run_1/wires.png
Scale: 3 px per um. Only two layers are drawn.
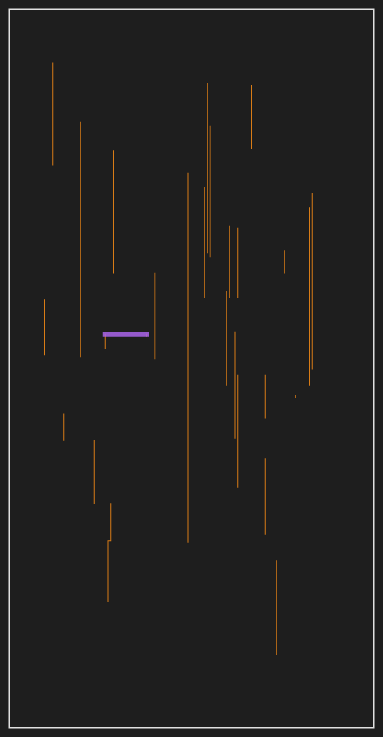
run_1/clocks.png
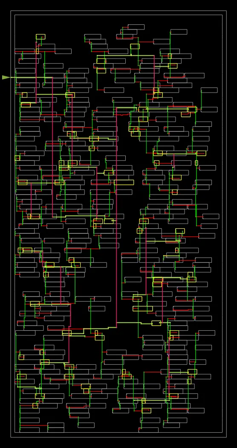
run_1/detail.png
Region (81, 169) to (101, 189) um. Cells in gray, sequential cells in the stronger gray; small squares are vias.
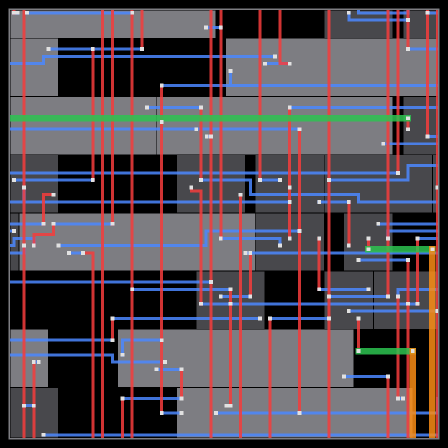
run_1/io_fan.png
Scale: 2 px per um.
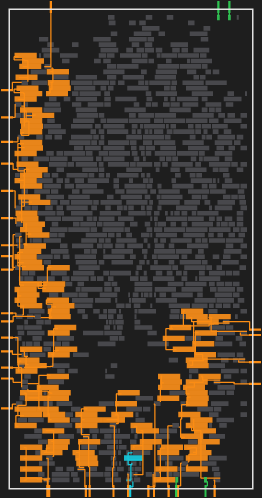
File: src/rtl/wbuf_pkg.sv
// -----------------------------------------------------------------------------
// wbuf_pkg
// Shared types and constants for the store write buffer.
//   - wbuf_state_t : drain FSM encoding (IDLE, SEND, RESP)
//   - OKAY, SLVERR : AXI write response codes
//   - wbuf_entry_t : one buffered store {addr, data}
// The entry struct is sized by WBUF_ADDR_W / WBUF_DATA_W; the ADDR_W and
// DATA_W parameters of the buffer default to these and must stay equal to them.
// -----------------------------------------------------------------------------
package wbuf_pkg;

    localparam int WBUF_ADDR_W = 32;
    localparam int WBUF_DATA_W = 32;

    typedef enum logic [1:0] {
        IDLE = 2'd0,
        SEND = 2'd1,
        RESP = 2'd2
    } wbuf_state_t;

    localparam logic [1:0] OKAY   = 2'b00;
    localparam logic [1:0] SLVERR = 2'b10;

    typedef struct packed {
        logic [WBUF_ADDR_W-1:0] addr;
        logic [WBUF_DATA_W-1:0] data;
    } wbuf_entry_t;

endpackage

File: src/rtl/wbuf_fifo.sv
// -----------------------------------------------------------------------------
// wbuf_fifo
// DEPTH-entry in-order store queue with a per-entry address comparator.
//   clk, reset   : clock, asynchronous active-high reset
//   push         : request to enqueue push_entry (ignored while full)
//   push_entry   : entry to enqueue
//   pop          : dequeue the head (caller guarantees the FIFO is not empty)
//   rd_word      : load word address (byte address without the two LSBs)
//   head         : oldest entry
//   full, empty  : occupancy flags derived from the registered count
//   hit_vec      : per-slot match of rd_word against valid entries only
// -----------------------------------------------------------------------------
module wbuf_fifo
    import wbuf_pkg::*;
#(
    parameter int DEPTH  = 4,
    parameter int ADDR_W = WBUF_ADDR_W
) (
    input  logic              clk,
    input  logic              reset,
    input  logic              push,
    input  wbuf_entry_t       push_entry,
    input  logic              pop,
    input  logic [ADDR_W-3:0] rd_word,
    output wbuf_entry_t       head,
    output logic              full,
    output logic              empty,
    output logic [DEPTH-1:0]  hit_vec
);

    localparam int PTR_W = $clog2(DEPTH);
    localparam int CNT_W = PTR_W + 1;

    wbuf_entry_t      mem [DEPTH];
    logic [PTR_W-1:0] wr_ptr;
    logic [PTR_W-1:0] rd_ptr;
    logic [CNT_W-1:0] count;
    logic             do_push;

    // A store offered while full is refused even if the head pops this cycle.
    assign do_push = push && !full;
    assign full    = (count == CNT_W'(DEPTH));
    assign empty   = (count == '0);
    assign head    = mem[rd_ptr];

    // NOTE: storage is not reset; a slot's contents only matter while it is
    // inside the valid window, so clearing it would buy nothing.
    always_ff @(posedge clk) begin
        if (do_push) begin
            mem[wr_ptr] <= push_entry;
        end
    end

    always_ff @(posedge clk or posedge reset) begin
        if (reset) begin
            wr_ptr <= '0;
            rd_ptr <= '0;
            count  <= '0;
        end else begin
            if (do_push) begin
                wr_ptr <= wr_ptr + PTR_W'(1);
            end
            if (pop) begin
                rd_ptr <= rd_ptr + PTR_W'(1);
            end
            case ({do_push, pop})
                2'b10:   count <= count + CNT_W'(1);
                2'b01:   count <= count - CNT_W'(1);
                default: count <= count;
            endcase
        end
    end

    // Slot i is valid when its distance from the head (modulo DEPTH) is below
    // count; stale data in free slots must never raise a hazard.
    for (genvar i = 0; i < DEPTH; i++) begin : g_cmp
        logic [PTR_W-1:0] offs;
        logic             valid;
        assign offs       = PTR_W'(i) - rd_ptr;
        assign valid      = ({1'b0, offs} < count);
        assign hit_vec[i] = valid && (mem[i].addr[ADDR_W-1:2] == rd_word);
    end

endmodule

File: src/rtl/store_write_buffer.sv
// -----------------------------------------------------------------------------
// store_write_buffer
// Posted-write buffer between the core data-memory port and an AXI4-Lite
// write channel. Core stores are queued and drained in order, one single-beat
// AXI write at a time.
//   clk, reset        : clock, asynchronous active-high reset
//   memwrite          : core store strobe
//   aluout, writedata : store byte address / data
//   rd_addr           : core load address for the read-after-write check
//   stall             : buffer full, core must hold its store
//   empty             : nothing queued and no AXI write in flight
//   raw_hit           : rd_addr word matches a queued (or in-flight) store
//   aw*/w*/b*         : AXI4-Lite write address, data and response channels
//   err               : sticky, set by any non-OKAY write response
// -----------------------------------------------------------------------------
module store_write_buffer
    import wbuf_pkg::*;
#(
    parameter int DEPTH  = 4,
    parameter int ADDR_W = WBUF_ADDR_W,
    parameter int DATA_W = WBUF_DATA_W
) (
    input  logic                clk,
    input  logic                reset,
    input  logic                memwrite,
    input  logic [ADDR_W-1:0]   aluout,
    input  logic [DATA_W-1:0]   writedata,
    input  logic [ADDR_W-1:0]   rd_addr,
    output logic                stall,
    output logic                empty,
    output logic                raw_hit,
    output logic [ADDR_W-1:0]   awaddr,
    output logic                awvalid,
    input  logic                awready,
    output logic [DATA_W-1:0]   wdata,
    output logic [DATA_W/8-1:0] wstrb,
    output logic                wvalid,
    input  logic                wready,
    input  logic [1:0]          bresp,
    input  logic                bvalid,
    output logic                bready,
    output logic                err
);

    wbuf_state_t       state, state_n;
    logic              awvalid_n, wvalid_n, bready_n, err_n;
    logic [ADDR_W-1:0] awaddr_n;
    logic [DATA_W-1:0] wdata_n;

    wbuf_entry_t       push_entry;
    wbuf_entry_t       head;
    logic              fifo_full;
    logic              fifo_empty;
    logic              pop;
    logic [DEPTH-1:0]  hit_vec;

    // Byte-lane bits are irrelevant: stores are word-aligned and hazards are
    // checked per word.
    logic unused_byte_bits;
    assign unused_byte_bits = ^{aluout[1:0], rd_addr[1:0]};

    assign push_entry.addr = {aluout[ADDR_W-1:2], 2'b00};
    assign push_entry.data = writedata;

    wbuf_fifo #(
        .DEPTH  (DEPTH),
        .ADDR_W (ADDR_W)
    ) u_fifo (
        .clk        (clk),
        .reset      (reset),
        .push       (memwrite),
        .push_entry (push_entry),
        .pop        (pop),
        .rd_word    (rd_addr[ADDR_W-1:2]),
        .head       (head),
        .full       (fifo_full),
        .empty      (fifo_empty),
        .hit_vec    (hit_vec)
    );

    assign stall   = fifo_full;
    assign empty   = fifo_empty && (state == IDLE);
    assign raw_hit = |hit_vec;
    assign wstrb   = '1;

    always_ff @(posedge clk or posedge reset) begin
        if (reset) begin
            state   <= IDLE;
            awvalid <= 1'b0;
            wvalid  <= 1'b0;
            bready  <= 1'b0;
            err     <= 1'b0;
            awaddr  <= '0;
            wdata   <= '0;
        end else begin
            state   <= state_n;
            awvalid <= awvalid_n;
            wvalid  <= wvalid_n;
            bready  <= bready_n;
            err     <= err_n;
            awaddr  <= awaddr_n;
            wdata   <= wdata_n;
        end
    end

    // NOTE: every output of this block is given its hold value first, so no
    // path through the case leaves a signal unassigned and no latch appears.
    always_comb begin
        state_n   = state;
        awvalid_n = awvalid;
        wvalid_n  = wvalid;
        bready_n  = bready;
        err_n     = err;
        awaddr_n  = awaddr;
        wdata_n   = wdata;
        pop       = 1'b0;

        case (state)
            IDLE: begin
                if (!fifo_empty) begin
                    awaddr_n  = head.addr;
                    wdata_n   = head.data;
                    awvalid_n = 1'b1;
                    wvalid_n  = 1'b1;
                    state_n   = SEND;
                end
            end
            SEND: begin
                // AW and W complete independently; move on once both are done.
                if (awvalid && awready) begin
                    awvalid_n = 1'b0;
                end
                if (wvalid && wready) begin
                    wvalid_n = 1'b0;
                end
                if (!awvalid_n && !wvalid_n) begin
                    bready_n = 1'b1;
                    state_n  = RESP;
                end
            end
            RESP: begin
                // The head leaves the queue only now, so raw_hit covers it
                // for the whole transaction, whatever the response.
                if (bvalid && bready) begin
                    pop      = 1'b1;
                    bready_n = 1'b0;
                    state_n  = IDLE;
                    if (bresp != OKAY) begin
                        err_n = 1'b1;
                    end
                end
            end
            default: state_n = IDLE;
        endcase
    end

endmodule

File: config.mk
export PLATFORM = sky130hd
export DESIGN_NAME = store_write_buffer
export DESIGN_NICKNAME = d
export VERILOG_FILES = /design/src/rtl/wbuf_pkg.sv /design/src/rtl/wbuf_fifo.sv /design/src/rtl/store_write_buffer.sv
export SDC_FILE = /design/constraint.sdc
export NUM_CORES = 1
export LEC_CHECK = 0
export CAP_MARGIN = 10
export CORE_AREA = 2 2 119 237
export CTS_BUF_LIST = sky130_fd_sc_hd__clkbuf_4 sky130_fd_sc_hd__clkbuf_8
export DETAILED_ROUTE_END_ITERATION = 6
export DIE_AREA = 0 0 121 239
export HOLD_SLACK_MARGIN = 0.03
export PLACE_DENSITY = 0.73
export SYNTH_ARGS = -nofsm -noshare
export SYNTH_HDL_FRONTEND = slang
export SYNTH_SLANG_ARGS = --single-unit
export TNS_END_PERCENT = 50
File: constraint.sdc
create_clock -name clk -period 5.4 [get_ports clk]
set_clock_uncertainty 0.05 [all_clocks]
set_input_delay 0.54 -clock clk [delete_from_list [all_inputs] [get_ports clk]]
set_output_delay 0.54 -clock clk [all_outputs]
set_load 0.05 [all_outputs]
==> Slide: Implementation Results, run 1 <==
Key Metrics from the Run

Yosys
  – Top post-synthesis cells by count: 248 x edfxtp_1, 106 x xor2_1, 75 x dfrtp_1, 63 x mux2_2, 62 x mux4_2
  – Yosys reg bits: 323
  – Cell accounting for the most synthesized area: edfxtp_1
  – XOR Share, Synth: 0.0830
  – Synth Seq Share: 0.696
  – Top logic family: multiplexers
  – Simple Share, Synth: 0.0256

Worst setup path
  – CP Depth: 7
  – CP top delay family: buffers and inverters
  – FF-to-FF setup slack: 2.70 ns
  – Worst setup endpoint: raw_hit
  – Worst r2r path cells: 3

Final timing
  – Minimum clock period after layout: 4.29 ns
  – Slew Viols, Final: 0
  – Final setup viols: 0

Placed design
  – Area post-placement: 15400 um2
  – Buffers on Ports: 168
  – Hpwl dp: 18.3 mm

GRT
  – Total Routing Usage GR: 0.205
  – First-pass GRT wire length: 44.1 mm
  – GR peak layer: met2
  – Met3 usage: 0.0508

Cells and area
  – Layout cell share with drive strength beyond 1: 0.224
  – Buffers excl. clock: 171
  – Most flop-heavy register: u_fifo.mem
  – Fin area: 16300 um2
  – Non-clk invs: 15

Power
  – Peak supply drop: 0.421 mV
  – P_comb: 3620 uW
  – Top Consumer: sequential cells
  – Clock Power Share: 0.206
  – P per Cell Area: 573 nW/um2
  – Clock-net power: 1930 uW

Clock tree
  – CTS tree: built

Floorplanning
  – Fp_density: 0.492
  – Chip area: 28900 um2

Detailed routing
  – Top routing layer in use: met5
  – DRC: 0
  – Vias per inst: 5.41

Status
  – Status: finished, final reports clean
## Picture notes: wires.png
Key: purple = metal 5 [wire length 13.8 um]; orange = metal 4 [wire length 897 um]

## Picture notes: clocks.png
total CTS buffers: 44
registers: 323

## Picture notes: detail.png
Key: red = metal 2; blue = metal 1; green = metal 3; orange = metal 4
Most frequent: edfxtp_1 (6), xor2_1 (5), nor4_1 (2). 15 logic cells have their middle in the window. Netlist names of flops here include u_fifo.mem (6). Sequential cells in the window: 6.

## Picture notes: io_fan.png
Key: orange = writedata [bits 32, direction input, edge 16 left, 11 bottom, 4 right, 1 top, end cells 128, buffers 32, wire 1410 um]; cyan = wvalid [bits 1, direction output, edge bottom, end cells 1, buffers 1, wire 31.8 um]; green = wstrb [bits 4, direction output, edge 2 bottom, 2 top, end cells 4, buffers 0, wire 14.2 um]

==> run 2: changes to the inputs <==
PLACE_DENSITY = 0.76   (was 0.73)
clock period = 3.5 ns   (was 5.4 ns; I/O delays follow)
==> Slide: Implementation Results, run 2 <==
Key Metrics from the Run

Placed design
  – Area post-placement: 15500 um2
  – Buffers on Ports: 168
  – Hpwl dp: 19.7 mm

Power
  – P_comb: 5730 uW
  – Clock-net power: 3050 uW
  – Peak supply drop: 0.617 mV
  – P per Cell Area: 887 nW/um2
  – Clock Power Share: 0.209

Detailed routing
  – DRC: 0
  – Vias per inst: 5.45

Worst setup path
  – Worst r2r path cells: 4
  – FF-to-FF setup slack: 0.95 ns
  – Worst setup endpoint: raw_hit
  – CP top delay family: simple AND/OR/NAND/NOR gates

GRT
  – GR peak layer: met2
  – First-pass GRT wire length: 44.0 mm
  – Total Routing Usage GR: 0.207

Final timing
  – Final setup viols: 0
  – Minimum clock period after layout: 3.23 ns
  – Slew Viols, Final: 0

Yosys
  – Yosys reg bits: 323
  – Top logic family: multiplexers
  – Top post-synthesis cells by count: 248 x edfxtp_1, 106 x xor2_1, 75 x dfrtp_1, 63 x mux2_2, 62 x mux4_2
  – XOR Share, Synth: 0.0830

Cells and area
  – Buffers excl. clock: 184
  – Non-clk invs: 15
  – Layout cell share with drive strength beyond 1: 0.234
  – Most flop-heavy register: u_fifo.mem

Status
  – Status: finished, final reports clean

Clock tree
  – Total CTS buffers: 45

Floorplanning
  – Chip area: 28900 um2
  – Fp_density: 0.492
run_2/layer_met2.png
Scale: 2 px per um.
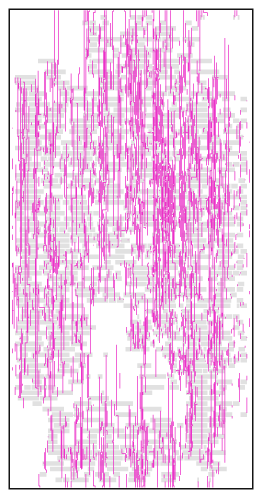
The layer carries 14600 um of wire. The wires run mostly vertical.

No activity file was given, so power comes from the tool's default toggle rates.
